## config.mk

```make
export PLATFORM = sky130hd
export DESIGN_NAME = uart_tx_arbiter
export DESIGN_NICKNAME = d
export VERILOG_FILES = /design/src/rtl/uart_tx_arbiter.sv
export SDC_FILE = /design/constraint.sdc
export NUM_CORES = 1
export LEC_CHECK = 0
export CORE_ASPECT_RATIO = 2
export CORE_MARGIN = 2
export CORE_UTILIZATION = 40
export DETAILED_ROUTE_END_ITERATION = 16
export PLACE_DENSITY = 0.79
export SETUP_SLACK_MARGIN = 0.02
export SLEW_MARGIN = 15
export SYNTH_ARGS = -nofsm -noshare
export SYNTH_HDL_FRONTEND = slang
export SYNTH_SLANG_ARGS = --single-unit
```

## constraint.sdc

```tcl
create_clock -name clock -period 1.8 [get_ports clock]
set_input_delay 0.27 -clock clock [delete_from_list [all_inputs] [get_ports clock]]
set_output_delay 0.27 -clock clock [all_outputs]
set_load 0.1 [all_outputs]
```

## src/rtl/uart_tx_arbiter.sv

```systemverilog
// Round-robin arbiter sharing one uart_tx between NUM_REQ byte producers.
// Optional packet lock (keeps a requester's bytes contiguous): define UART_TX_ARB_LOCK_EN.
module uart_tx_arbiter #(
  parameter  int NUM_REQ    = 4,
  parameter  int DATA_WIDTH = 8,
  localparam int ID_W       = $clog2(NUM_REQ)
) (
  input  logic                          clock,
  input  logic                          reset,
  input  logic [NUM_REQ-1:0]            req,
  input  logic [NUM_REQ*DATA_WIDTH-1:0] req_data,
`ifdef UART_TX_ARB_LOCK_EN
  input  logic [NUM_REQ-1:0]            req_lock,
`endif
  output logic [NUM_REQ-1:0]            ack,
  output logic [DATA_WIDTH-1:0]         tx_data,
  output logic                          tx_send,
  input  logic                          tx_busy,
  output logic [ID_W-1:0]               grant_id,
  output logic                          active
);

  typedef enum logic [1:0] {
    S_IDLE,
    S_LAUNCH,
    S_WAIT_BUSY,
    S_WAIT_DONE
  } state_t;

  state_t r_state;
  state_t w_state_nxt;

  logic [NUM_REQ-1:0]    r_ack;
  logic [DATA_WIDTH-1:0] r_tx_data;
  logic                  r_tx_send;
  logic [ID_W-1:0]       r_grant_id;
  logic                  r_active;
  logic [ID_W-1:0]       r_rr_ptr;

  logic [NUM_REQ-1:0]    w_ack_nxt;
  logic [DATA_WIDTH-1:0] w_tx_data_nxt;
  logic                  w_tx_send_nxt;
  logic [ID_W-1:0]       w_grant_id_nxt;
  logic                  w_active_nxt;
  logic [ID_W-1:0]       w_rr_ptr_nxt;

  logic [ID_W-1:0]       w_rr_win;
  logic                  w_rr_found;
  logic [ID_W-1:0]       w_win;
  logic [DATA_WIDTH-1:0] w_win_data;
  logic                  w_start;
  logic                  w_done;

  // Round-robin pick: first set req bit after r_rr_ptr, wrapping.
  always_comb begin
    int v_idx;
    w_rr_found = 1'b0;
    w_rr_win   = '0;
    v_idx      = 0;
    for (int k = 1; k <= NUM_REQ; k++) begin
      v_idx = (int'(r_rr_ptr) + k) % NUM_REQ;
      if (!w_rr_found && req[ID_W'(v_idx)]) begin
        w_rr_found = 1'b1;
        w_rr_win   = ID_W'(v_idx);
      end
    end
  end

`ifdef UART_TX_ARB_LOCK_EN
  logic r_lock_hold;
  logic w_lock_win;

  assign w_lock_win = r_lock_hold && req[r_grant_id];
  assign w_win      = w_lock_win ? r_grant_id : w_rr_win;

  // Lock is sampled from the finishing owner; dropped once it stops requesting.
  always_ff @(posedge clock) begin
    if (!reset) begin
      r_lock_hold <= 1'b0;
    end else if (w_done) begin
      r_lock_hold <= req_lock[r_grant_id];
    end else if (r_state == S_IDLE && !req[r_grant_id]) begin
      r_lock_hold <= 1'b0;
    end
  end
`else
  assign w_win = w_rr_win;
`endif

  assign w_win_data = req_data[int'(w_win)*DATA_WIDTH +: DATA_WIDTH];
  assign w_start    = (r_state == S_IDLE) && (|req) && !tx_busy;
  assign w_done     = (r_state == S_WAIT_DONE) && !tx_busy;

  // State register.
  always_ff @(posedge clock) begin
    if (!reset) begin
      r_state <= S_IDLE;
    end else begin
      r_state <= w_state_nxt;
    end
  end

  // Next-state logic.
  always_comb begin
    w_state_nxt = r_state;
    unique case (r_state)
      S_IDLE:      if (w_start) w_state_nxt = S_LAUNCH;
      S_LAUNCH:    w_state_nxt = S_WAIT_BUSY;
      S_WAIT_BUSY: if (tx_busy) w_state_nxt = S_WAIT_DONE;
      S_WAIT_DONE: if (!tx_busy) w_state_nxt = S_IDLE;
      default:     w_state_nxt = S_IDLE;
    endcase
  end

  // Output next values: launch loads everything, data/grant hold otherwise.
  always_comb begin
    w_ack_nxt      = '0;
    w_tx_send_nxt  = 1'b0;
    w_tx_data_nxt  = r_tx_data;
    w_grant_id_nxt = r_grant_id;
    w_active_nxt   = r_active;
    w_rr_ptr_nxt   = r_rr_ptr;
    if (w_start) begin
      w_ack_nxt[w_win] = 1'b1;
      w_tx_send_nxt    = 1'b1;
      w_tx_data_nxt    = w_win_data;
      w_grant_id_nxt   = w_win;
      w_active_nxt     = 1'b1;
      w_rr_ptr_nxt     = w_win;
    end
    if (w_done) begin
      w_active_nxt = 1'b0;
    end
  end

  // Output registers; reset points rr_ptr at the last slot so slot 0 wins first.
  always_ff @(posedge clock) begin
    if (!reset) begin
      r_ack      <= '0;
      r_tx_data  <= '0;
      r_tx_send  <= 1'b0;
      r_grant_id <= '0;
      r_active   <= 1'b0;
      r_rr_ptr   <= ID_W'(NUM_REQ - 1);
    end else begin
      r_ack      <= w_ack_nxt;
      r_tx_data  <= w_tx_data_nxt;
      r_tx_send  <= w_tx_send_nxt;
      r_grant_id <= w_grant_id_nxt;
      r_active   <= w_active_nxt;
      r_rr_ptr   <= w_rr_ptr_nxt;
    end
  end

  assign ack      = r_ack;
  assign tx_data  = r_tx_data;
  assign tx_send  = r_tx_send;
  assign grant_id = r_grant_id;
  assign active   = r_active;

endmodule
```

Fig. 1: run 1, clock nets
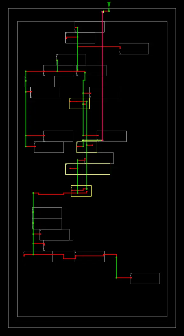
clock buffer count: 3
flop count: 20
Num CTS Buffers: 3

Fig. 2: run 1, M2 wires
Scale: 8 px per µm. Cells faint in the background.
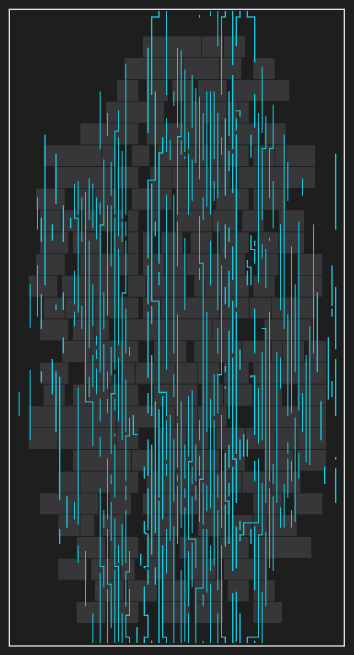
wire length on this layer: 2220 µm
main direction: vertical

Fig. 3: run 1, clock network drawn from the DEF
Scale: 8 px per µm.
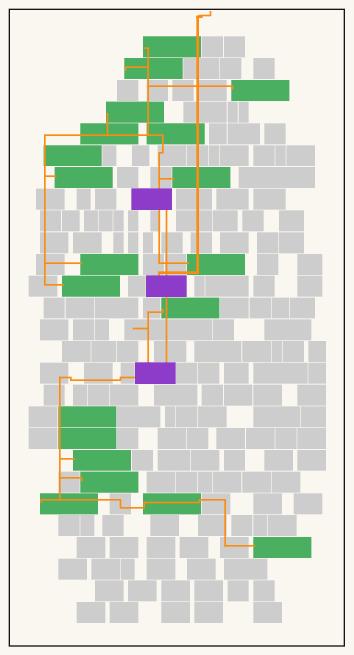
legend:
  purple:
    item: cells driving clock nets
    count: 3
  orange:
    item: clock wires
    length: 247 µm
  green:
    item: flip-flops
    count: 20
routed clock nets: 4

==> Changelog: implementation, run 1 <==
### Physical design

- I/O Pins: 55
- Comb pwr: 1620 µW
- DRT iter0 DRCs: 25
- Arr. time, crit path: 1.83 ns
- Overflow after GRT: 0
- Synth Area in XOR/XNOR: 0%
- Outcome: completed
- RSZ-0062 raised after global routing: yes
- Fin. Hold Viols: 0
- Initial antenna violation count: 0
- Pin count of the biggest net entering global routing: 17
- Clk buf depth: 2
- Worst min path class: reg -> reg
- DRC viols: 0
- Share of layout cells above drive strength 1: 37.2%
- 1st-pass router iterations: 4
- Yosys cell count: 112
- Met3 WL: 119 µm
- Area Overhead vs Synth: 72.5%
- Top-count cell post-synth: dfxtp_1
- # fillers: 208
- Final Util: 71.7%
- Yosys top cell by area: dfxtp_1
- Fin area: 0.00196 mm²
- Max reg flops: 8
- Dominant cell area share: 35.2%
- Top cells excl fill/tap: buf_4, clkdlybuf4s50_1, dfxtp_1
- Max-cap violations: 0
- Critical path class: reg -> reg
- CP Launch Point: r_rr_ptr[0]$_SDFFE_PN1P_
- Post-synth EDFFs: 0
- Number of global-route vias before repair: 1359
- Clk. pwr: 444 µW
- Switching power: 1270 µW
- Top area cell types: dfxtp_1, mux2i_1, o31a_2
- Worst setup path end: tx_data[5]$_SDFFE_PN0P_
- Final worst slack: 0.102 ns
- Cts repair resizes: 19
- Reg-to-reg startpoint: r_rr_ptr[0]$_SDFFE_PN1P_
- Met3 Use GR: 2.94%
- Port Buffer Count: 54
- Drt wl/cell: 17.7 µm
- First-pass GRT wire length: 6.17 mm
- Clock power share: 16.5%
- Met2 routed WL: 2.22 mm
- Log Warnings: 30
- Final Non-Filler Cells: 220
- TritonCTS Sinks: 20
-- run 1: worst max-delay path, cell delays in order, from the launching register on --
cell       delay (ns)
dfxtp_1          0.37
nand2b_2         0.18
a21boi_4         0.10
buf_1            0.15
o31a_2           0.35
a2111oi_1        0.35
a211oi_1         0.08
-- run 1: cell type report --
class / count / area [µm²] / area share (%)
multi-input combinational: 86 / 763 / 38.9
timing repair buffer: 77 / 676 / 34.4
sequential: 20 / 400 / 20.4
clock buffer: 3 / 41.3 / 2.10
tap: 29 / 36.3 / 1.85
clock inverter: 1 / 30.0 / 1.53
inverter: 4 / 15.0 / 0.765
-- run 1: kinds of logic after synthesis --
group | count (synthesis)
AND-OR/OR-AND | 44
adder cells (fa/ha/maj) | 4
buffers and inverters | 8
flip-flops | 20
multiplexers | 10
AND/OR/NAND/NOR | 26
## Run 2: what changed since run 1
--- a/config.mk
+++ b/config.mk
@@ -9,6 +9,7 @@
 export CORE_MARGIN = 2
 export CORE_UTILIZATION = 40
 export DETAILED_ROUTE_END_ITERATION = 16
+export GPL_TIMING_DRIVEN = 0
 export PLACE_DENSITY = 0.79
 export SETUP_SLACK_MARGIN = 0.02
 export SLEW_MARGIN = 15
Fig. 4: run 2, clock network drawn from the DEF
Scale: 8 px per µm.
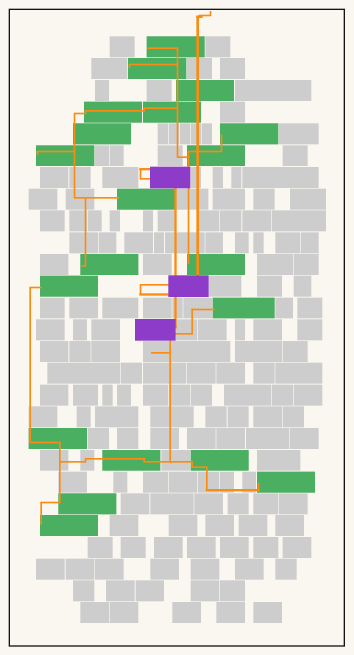
legend:
  green:
    item: flip-flops
    count: 20
  orange:
    item: clock wires
    length: 267 µm
  purple:
    item: cells driving clock nets
    count: 3
routed clock nets: 4

Fig. 5: run 2, wires at chosen ports, followed through buffers
Scale: 6 px per µm.
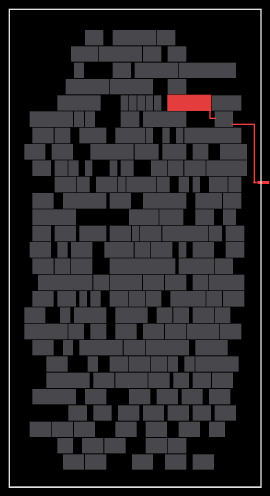
legend:
  red:
    port: `tx_send`
    bits: 1
    direction: output
    edge: right
    end_cells: 1
    buffers: 1
    wire: 16.2 µm

==> run 2 against run 1 <==
Against the previous run: register-to-register slack worse by 0.03 ns; sequential share of layout area increased by 0.090 points; combinational power about the same; first-iteration DRC count is the same; final area decreased by 0.13%; cell count decreased by 4.1%; utilization shrank 0.091 points; synthesized cell count stayed put; global-route usage is 1.4 points higher; critical path depth down 5; die size is the same.
==> Changelog: implementation, run 2 <==
### Physical design

- Tap cell count: 29 (unchanged)
- Clk buf depth: 2 (unchanged)
- Fin area: 0.00196 mm² (about the same)
- ClkCell Share: 3.64% (about the same)
- DRC viols: 0 (unchanged)
- Critical path class: reg -> out (was reg -> reg)
- Fin. Hold Viols: 0 (unchanged)
- Drt wl/cell: 18.7 µm (was 17.7 µm)
- Yosys cell count: 112 (unchanged)
- 1st-pass router iterations: 4 (unchanged)
- DRT iter0 DRCs: 25 (unchanged)
- Share of layout cells above drive strength 1: 27.5% (was 37.2%)
- Cell Chain, Critical Path: dlygate4sd2_1 (was nand2b_2 > a21boi_4 > buf_1 > o31a_2 > a2111oi_1 > a211oi_1)
- Top-count cell post-synth: dfxtp_1 (unchanged)
- Number of global-route vias before repair: 1341 (was 1359)
- Buffers excl. clock: 68 (was 77)
- Largest class: combinational gates (unchanged)
- I/O Pins: 55 (unchanged)
- Met3 WL: 168 µm (was 119 µm)
- Arr. time, crit path: 1.49 ns (was 1.83 ns)
- Cell at the slowest stage of the critical path: dlygate4sd2_1 (was dfxtp_1)
- Number of logic gates: 86 (unchanged)
- Final Util: 71.6% (was 71.7%)
- Comb area share: 41.1% (was 38.9%)
- Initial antenna violation count: 0 (unchanged)
- Met3 Use GR: 3.17% (was 2.94%)
- Outcome: completed (unchanged)
- Area Overhead vs Synth: 72.3% (was 72.5%)
- Buf/Inv on CP: 1 (unchanged)
- Pin count of the biggest net entering global routing: 13 (was 17)
- Non-clk buf share: 32.2% (was 34.4%)
-- run 2: cell counts after synthesis --
Identical to the previous run, type by type.
-- run 2: path summary, 6_finish.rpt --
path	cells after the start	from	endpoint	slack, ns
worst min register to register	2	r_rr_ptr[0]$_SDFFE_PN1P_	r_rr_ptr[0]$_SDFFE_PN1P_	0.53
worst max register to register	6	r_rr_ptr[0]$_SDFFE_PN1P_	tx_data[2]$_SDFFE_PN0P_	0.07
worst min-delay path	2	tx_busy	active$_SDFFE_PP0P_	0.44
worst max-delay path	1	tx_data[4]$_SDFFE_PN0P_	tx_data[4]	0.04
-- run 2: power by group --
group	switching [µW]	internal (µW)
clock network	158	297
registers	78.0	554
logic	1070	553
total	1310	1400
## Run 3: what changed since run 2
--- a/config.mk
+++ b/config.mk
@@ -10,6 +10,7 @@
 export CORE_UTILIZATION = 40
 export DETAILED_ROUTE_END_ITERATION = 16
 export GPL_TIMING_DRIVEN = 0
+export HOLD_SLACK_MARGIN = 0.08
 export PLACE_DENSITY = 0.79
 export SETUP_SLACK_MARGIN = 0.02
 export SLEW_MARGIN = 15
Fig. 6: run 3, wires at chosen ports, followed through buffers
Scale: 6 px per µm.
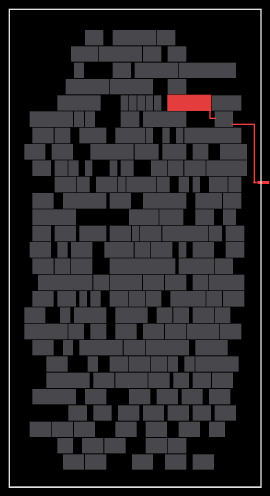
legend:
  red:
    port: `tx_send`
    bits: 1
    direction: output
    edge: right
    end_cells: 1
    buffers: 1
    wire: 16.2 µm

Fig. 7: run 3, M2 wires
Scale: 8 px per µm. Cells faint in the background.
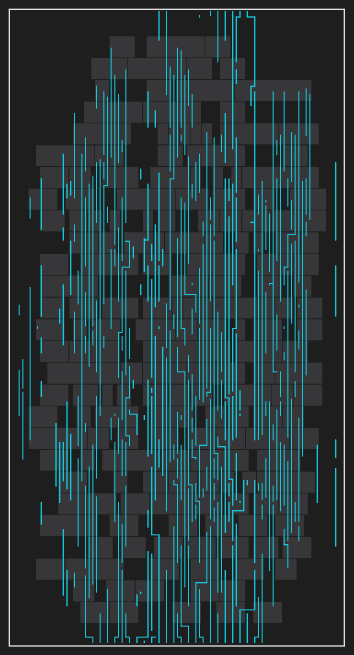
vias: 1237
met2 GRT Util: 49.8%

==> run 3 against run 2 <==
Against the previous run: sequential share of layout area unchanged; clock skew did not move; first-iteration DRC count unchanged; register-to-register slack barely moved.
==> Changelog: implementation, run 3 <==
### Physical design

- Slowest stage delay, CP: 0.89 ns (about the same)
- Nonclk inv count: 4 (unchanged)
- Combinational Area: 805 µm² (unchanged)
- DRC viols: 0 (unchanged)
- Top cells excl fill/tap: clkdlybuf4s50_1, dlygate4sd2_1, dfxtp_1 (unchanged)
- Port Buffer Count: 54 (unchanged)
- Drt wl/cell: 18.7 µm (unchanged)
- Met2 routed WL: 2.33 mm (unchanged)
- Cell Chain, Critical Path: dlygate4sd2_1 (unchanged)
- Number of global-route vias before repair: 1341 (unchanged)
- TritonCTS Sinks: 20 (unchanged)
- Clock power share: 16.8% (about the same)
- Num CTS Buffers: 3 (unchanged)
- Largest class: combinational gates (unchanged)
- Log Warnings: 30 (unchanged)
- Yosys cell count: 112 (unchanged)
- Final Non-Filler Cells: 211 (unchanged)
- CP top delay family: buffers and inverters (unchanged)
- Clk. pwr: 455 µW (about the same)
- Dominant cell area share: 35.2% (unchanged)
- Internal power: 1400 µW (unchanged)
- Outcome: completed (unchanged)
- Buffers excl. clock: 68 (unchanged)
- Worst min path class: in -> reg (unchanged)
- Synth Area in XOR/XNOR: 0% (unchanged)
- Combinational power share: 59.9% (about the same)
- Net Sw Frac: 48.2% (unchanged)
- First-pass GRT wire length: 6.44 mm (unchanged)
- Initial antenna violation count: 0 (unchanged)
- Flop count: 20 (unchanged)
==> run 3: cell counts after synthesis <==
Identical to the previous run, type by type.
==> run 3: final timing paths <==
path | start | end | depth (start not counted)
worst min register to register | r_rr_ptr[0]$_SDFFE_PN1P_ | r_rr_ptr[0]$_SDFFE_PN1P_ | 2
worst min-delay path | tx_busy | active$_SDFFE_PP0P_ | 2
worst max register to register | r_rr_ptr[0]$_SDFFE_PN1P_ | tx_data[2]$_SDFFE_PN0P_ | 6
worst max-delay path | tx_data[4]$_SDFFE_PN0P_ | tx_data[4] | 1
==> run 3: what timing repair did <==
item,CTS,global route
pin swaps,6,1
cloned,2,0
resized,39,10
buffers inserted,10,0
endpoints found under the setup margin,32,10
Power figures rest on the tool's default switching activity, not on a simulated workload.
